Clock routing:
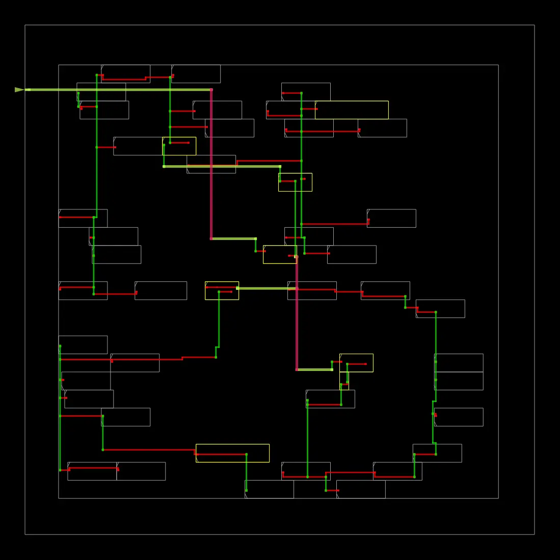
Cells colored by class:
The bar under the picture is 20 um long. Fill, decap, tap and diode cells in gray.
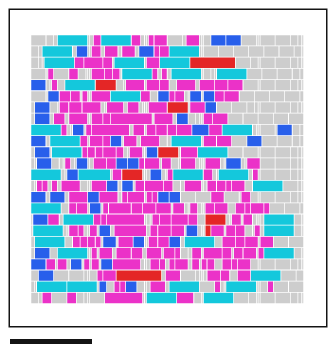
`config.mk`:
```
export PLATFORM = sky130hd
export DESIGN_NAME = motor_drive_ctrl
export DESIGN_NICKNAME = d
export VERILOG_FILES = /design/src/rtl/motor_drive_ctrl.sv
export SDC_FILE = /design/constraint.sdc
export NUM_CORES = 1
export LEC_CHECK = 0
export CORE_MARGIN = 5
export CORE_UTILIZATION = 51
export DETAILED_ROUTE_END_ITERATION = 16
export PLACE_DENSITY = 0.77
export SYNTH_ARGS = -nofsm -noshare
export SYNTH_HDL_FRONTEND = slang
export SYNTH_SLANG_ARGS = --single-unit
```
`constraint.sdc`:
```
create_clock -name clk -period 3.5 [get_ports clk]
set_input_delay 0.525 -clock clk [delete_from_list [all_inputs] [get_ports clk]]
set_output_delay 0.525 -clock clk [all_outputs]
set_load 0.01 [all_outputs]
```
`src/rtl/motor_drive_ctrl.sv`:
```
`default_nettype none
// ============================================================================
//  Module   : motor_drive_ctrl
//  Purpose  : Executes stop/forward/backward drive commands with a duty value
//             on one H-bridge channel. Motion toward a side that the
//             synchronised collision flags report as blocked is refused or
//             aborted. A brake dead-time is inserted on every stop or reversal.
//  Ports    : clk, rst         - clock, synchronous active-high reset
//             cmd_valid/ready  - command handshake (accept on valid & ready)
//             cmd_dir/cmd_duty - 00 stop, 01 fwd, 10 bwd, 11 stop; duty value
//             col_front/rear   - asynchronous collision flags
//             pwm, dir_a/dir_b - motor enable and bridge legs (registered)
//             busy, blocked    - not-idle flag; one-cycle refusal pulse
//  Revision : 1.0 - initial release
// ============================================================================
module motor_drive_ctrl #(
  parameter int PWM_BITS     = 8,
  parameter int DEADTIME_CYC = 1000
) (
  input  logic                clk,
  input  logic                rst,
  input  logic                cmd_valid,
  output logic                cmd_ready,
  input  logic [1:0]          cmd_dir,
  input  logic [PWM_BITS-1:0] cmd_duty,
  input  logic                col_front,
  input  logic                col_rear,
  output logic                pwm,
  output logic                dir_a,
  output logic                dir_b,
  output logic                busy,
  output logic                blocked
);

  localparam int            c_DT_W    = (DEADTIME_CYC > 1) ? $clog2(DEADTIME_CYC) : 1;
  localparam logic [c_DT_W-1:0] c_DT_LAST = c_DT_W'(DEADTIME_CYC - 1);

  typedef enum logic [1:0] {
    S_IDLE  = 2'd0,
    S_FWD   = 2'd1,
    S_BWD   = 2'd2,
    S_BRAKE = 2'd3
  } state_t;

  // Pending target after BRAKE reuses the state encoding; S_IDLE means "none".
  state_t                r_state, w_state_nxt;
  state_t                r_pend,  w_pend_nxt;
  logic [PWM_BITS-1:0]   r_duty,  w_duty_nxt;
  logic [c_DT_W-1:0]     r_dt,    w_dt_nxt;
  logic [PWM_BITS-1:0]   r_cnt,   w_cnt_nxt;
  logic                  w_blk_nxt;

  logic r_cf_meta, r_cf_s, r_cr_meta, r_cr_s;
  logic r_pwm, r_dir_a, r_dir_b, r_busy, r_blocked, r_ready;

  logic w_acc, w_cmd_fwd, w_cmd_bwd, w_cmd_stop, w_moving_nxt;

  assign w_acc      = cmd_valid & r_ready;
  assign w_cmd_fwd  = w_acc & (cmd_dir == 2'b01);
  assign w_cmd_bwd  = w_acc & (cmd_dir == 2'b10);
  assign w_cmd_stop = w_acc & ((cmd_dir == 2'b00) | (cmd_dir == 2'b11));
  assign w_cnt_nxt  = r_cnt + PWM_BITS'(1);

  always_comb begin
    w_state_nxt = r_state;
    w_pend_nxt  = r_pend;
    w_duty_nxt  = r_duty;
    w_dt_nxt    = r_dt;
    w_blk_nxt   = 1'b0;
    case (r_state)
      S_IDLE: begin
        if (w_cmd_fwd) begin
          if (r_cf_s) w_blk_nxt = 1'b1;
          else begin
            w_state_nxt = S_FWD;
            w_duty_nxt  = cmd_duty;
          end
        end else if (w_cmd_bwd) begin
          if (r_cr_s) w_blk_nxt = 1'b1;
          else begin
            w_state_nxt = S_BWD;
            w_duty_nxt  = cmd_duty;
          end
        end
      end
      S_FWD, S_BWD: begin
        // A collision on the side we are moving toward overrides any command
        // accepted in the same cycle; that command is simply dropped.
        if ((r_state == S_FWD) ? r_cf_s : r_cr_s) begin
          w_state_nxt = S_BRAKE;
          w_pend_nxt  = S_IDLE;
          w_dt_nxt    = '0;
          w_blk_nxt   = 1'b1;
        end else if ((r_state == S_FWD) ? w_cmd_fwd : w_cmd_bwd) begin
          w_duty_nxt = cmd_duty;
        end else if ((r_state == S_FWD) ? w_cmd_bwd : w_cmd_fwd) begin
          w_state_nxt = S_BRAKE;
          w_pend_nxt  = (r_state == S_FWD) ? S_BWD : S_FWD;
          w_duty_nxt  = cmd_duty;
          w_dt_nxt    = '0;
        end else if (w_cmd_stop) begin
          w_state_nxt = S_BRAKE;
          w_pend_nxt  = S_IDLE;
          w_dt_nxt    = '0;
        end
      end
      S_BRAKE: begin
        if (r_dt == c_DT_LAST) begin
          w_pend_nxt = S_IDLE;
          if (r_pend == S_FWD) begin
            w_state_nxt = r_cf_s ? S_IDLE : S_FWD;
            w_blk_nxt   = r_cf_s;
          end else if (r_pend == S_BWD) begin
            w_state_nxt = r_cr_s ? S_IDLE : S_BWD;
            w_blk_nxt   = r_cr_s;
          end else begin
            w_state_nxt = S_IDLE;
          end
        end else begin
          w_dt_nxt = r_dt + c_DT_W'(1);
        end
      end
      default: w_state_nxt = S_IDLE;
    endcase
  end

  assign w_moving_nxt = (w_state_nxt == S_FWD) | (w_state_nxt == S_BWD);

  always_ff @(posedge clk) begin
    if (rst) begin
      r_cf_meta <= 1'b0;
      r_cf_s    <= 1'b0;
      r_cr_meta <= 1'b0;
      r_cr_s    <= 1'b0;
      r_state   <= S_IDLE;
      r_pend    <= S_IDLE;
      r_duty    <= '0;
      r_dt      <= '0;
      r_cnt     <= '0;
      r_pwm     <= 1'b0;
      r_dir_a   <= 1'b0;
      r_dir_b   <= 1'b0;
      r_busy    <= 1'b0;
      r_blocked <= 1'b0;
      r_ready   <= 1'b0;
    end else begin
      r_cf_meta <= col_front;
      r_cf_s    <= r_cf_meta;
      r_cr_meta <= col_rear;
      r_cr_s    <= r_cr_meta;
      r_state   <= w_state_nxt;
      r_pend    <= w_pend_nxt;
      r_duty    <= w_duty_nxt;
      r_dt      <= w_dt_nxt;
      r_cnt     <= w_cnt_nxt;
      // Outputs are decoded from the next state so they line up with it.
      r_pwm     <= w_moving_nxt & (w_cnt_nxt < w_duty_nxt);
      r_dir_a   <= (w_state_nxt == S_FWD) | (w_state_nxt == S_BRAKE);
      r_dir_b   <= (w_state_nxt == S_BWD) | (w_state_nxt == S_BRAKE);
      r_busy    <= (w_state_nxt != S_IDLE);
      r_blocked <= w_blk_nxt;
      r_ready   <= (w_state_nxt != S_BRAKE);
    end
  end

  assign cmd_ready = r_ready;
  assign pwm       = r_pwm;
  assign dir_a     = r_dir_a;
  assign dir_b     = r_dir_b;
  assign busy      = r_busy;
  assign blocked   = r_blocked;

endmodule
`default_nettype wire

```
==> impl_metrics.toml <==
# generated from flow reports
[power]
powerDensity_nw_per_um2 = 590
p_seq_share_pct = 30.4
pwr-share-clk_pct = 26.0
p_leak_uw = 0.00127
ir_drop_mv = 0.406
netSwitchingFraction_pct = 33.1
switchingPower_uw = 570
comb_power_share_pct = 43.6

[status]
status = "completed"

[job]
max_cap_violations = 0
warning_count = 31

[setup_path]
critPathKind = "in -> reg"
cp_common_cell = "ha_4"
cpLargestDelayFamily = "simple AND/OR/NAND/NOR gates"
worstPathArrival_ns = 3.64
cp-start-kind = "input port"
slowest_stage = "or4_4"
cp_data_required_time_ns = 3.72
path_cells = "dlygate4sd2_1 -> inv_1 -> ha_4 -> buf_4 -> or3_4 -> a31oi_4 -> nor2_2 -> or4_4 -> a31o_1 -> ha_4 -> a2111oi_4 -> or3b_4 -> o21ai_1"
slowest_delay_ns = 0.52
crit_path_max_fanout = 3
crit_path_end_kind = "register"

[layout]
nets = 327
final_cell_count_no_fill = 348
area_delta_synth_final_pct = 28.4

[timing]
setup_viol = 0
slew_headroom_pct = 53.9
hold_violations = 0
fmax_mhz = 293
fin_setup_tns_ns = 0
finalWorstSetupSlack_ns = 0.0836
finalClockPeriodUsage_pct = 97.6
slew_violations = 0

[logic_synthesis]
top_area_share_pct = 34.4
async_flop_share_pct = 0
edf_count = 0
ys_types = 59
ys_warn_count = 0
syn_inst = 252
synth_stat.cells = 252
syn-num-nets = 284
synthDominantAreaCellType = "dfxtp_1"
ys.flop_type = "dfxtp_1"
ys_seq_share_pct = 34.4
synth_area_um2 = 2270
synth_flops = 39
area_leaders = "dfxtp_1 34%, ha_1 9.4%, xor2_1 4.2%"

[min_path]
hold_class = "reg -> reg"

[floorplanning]
die_h_um = 76.7
fp_util_pct = 52.5
io_pins = 21
die-width_um = 76.7
dieArea_um2 = 5890

[cts]
clockBufferDepth = 2
cts_sinks = 39
worstSkewPairLatency_ns = 0.29
root_buffer = "clkbuf_8"
cts_tree = "done"
cts_max_level = 2
clkTransAtPathRegs_ns = 0.08

[drt]
dr_total_vias = 2025
wl_per_cell_um = 15.2
viasPerCell = 5.82
post-route-drc-count = 0
drtPass1Iterations = 4
drt_wl_total_mm = 5.29
ant_nets = 0

[place]
dpl.hpwl_mm = 3.60
dp_cells = 335
pre_cts_slack_ns = -0.494
gp_congestion = 0.951
io_buffers = 20

[global_routing]
grt_max_degree = 15
grt_pass1_vias = 1988
antenna_found_initial = 0
globalRouteOverflowTotal = 0
About 'clock routing':
Seq cells: 39
CTS buffer count: 5
Max Clock Skew: 0.00629 ns
clkbuf count: 6

About 'cells colored by class':
legend:
  cyan:
    class: flops
    cells: 39
  blue:
    class: other buffers and delay cells
    cells: 49
  red:
    class: clock drivers and dummy loads
    cells: 8
  magenta:
    class: all other logic
    cells: 200
Final Cell Area: 2920 um2
row cnt: 24
flop share of the area: 26.8%
core area: 4320 um2
fin util: 67.4%

## per-stage QoR
| stage | hold WS [ns] | power, uW |
|---|---|---|
| 2_1_floorplan | 0.414 | 954 |
| 3_3_place_gp | 0.415 | 1180 |
| 3_5_place_dp | 0.429 | 1180 |
| 4_1_cts | 0.448 | 1700 |
| 5_1_grt | 0.470 | 1820 |
| 6_report | 0.442 | 1720 |
## state kept, by name (all words and copies together), names as in the netlist, 2 cells and up
register / count
r_cnt: 8
r_dt: 10
r_duty: 8
r_pend: 2
r_state: 2
## routing by layer
metal / track usage [%] / wire, um
met5: 0 / 0
met3: 3.98 / 207
met1: 23.4 / 2560
met4: 5.77 / 57
met2: 28.9 / 2460
## area by class of cell
class / instances / area (um2)
Sequential cell: 39 / 782
Clock buffer: 6 / 72.6
Inverter: 10 / 37.5
Tap cell: 52 / 65.1
Timing Repair Buffer: 49 / 415
Clock inverter: 2 / 60.1
Fill cell: 340 / 1410
Multi-Input combinational cell: 190 / 1480
## power by group through the flow
stage,clock (uW),sequential [uW],combinational (uW)
after global placement,0,527,649
final,448,522,750
after global routing,472,527,821
after CTS,456,519,727
after floorplan,0,532,421
after detailed placement,0,529,650
## final timing paths
| check | endpoint | slack, ns | start | cells after the start |
|---|---|---|---|---|
| setup / recovery | pwm | 0.08 | cmd_dir[0] | 13 |
| hold / removal | r_cf_s | 0.44 | r_cf_meta | 1 |
| setup reg to reg | pwm | 0.17 | r_state[1] | 13 |
| hold reg to reg | r_cf_s | 0.44 | r_cf_meta | 1 |
## cell families (layout without fill, tap and decap cells)
family / count (synthesis) / after routing / share of synthesized area, %
AND/OR/NAND/NOR: 91 / 91 / 22.6
buffers and inverters: 23 / 67 / 4.30
XOR/XNOR: 15 / 15 / 5.78
adder cells (fa/ha/maj): 17 / 17 / 9.37
multiplexers: 7 / 7 / 3.25
flip-flops: 39 / 39 / 34.4
AND-OR/OR-AND: 60 / 60 / 20.3
## cell usage after synthesis (4+ instances only)
master / count
nand3_1: 6
nand4_1: 10
a21o_1: 5
nor2_1: 20
xnor2_1: 4
clkbuf_1: 8
and3_1: 5
inv_1: 10
nor2b_1: 8
dfxtp_1: 39
and2_1: 11
a31oi_1: 5
a21oi_1: 7
ha_1: 17
o211a_1: 8
xor2_1: 11
o21ai_0: 7
mux2i_1: 4
nand2_1: 12
a31o_2: 4
## cell usage in the layout, fill, tap and decap left out, drive strengths merged, types with 2 or more instances in the layout
cell and count:
nand2 12, o21a 2, a31o 5, and4 2
a21oi 7, inv 10, o211a 8, nor2 21
or3 2, mux2 3, nor4b 3, clkbuf 7
dfxtp 39, xnor2 4, clkdlybuf4s50 18, nand3 6
nand4 10, and2 11, mux2i 4, bufinv 2
ha 17, a21o 5, and3b 2, a22oi 2
or2 2, o21ai 9, a31oi 6, xor2 11
buf 29, and3 5, o22ai 2, nor2b 8
## what timing repair did
action	CTS	global route
pin swaps	8	4
gates resized	11	9
endpoints found under the setup margin	1	1
setup buffers	4	1
Power is estimated from default activity; no workload was simulated.
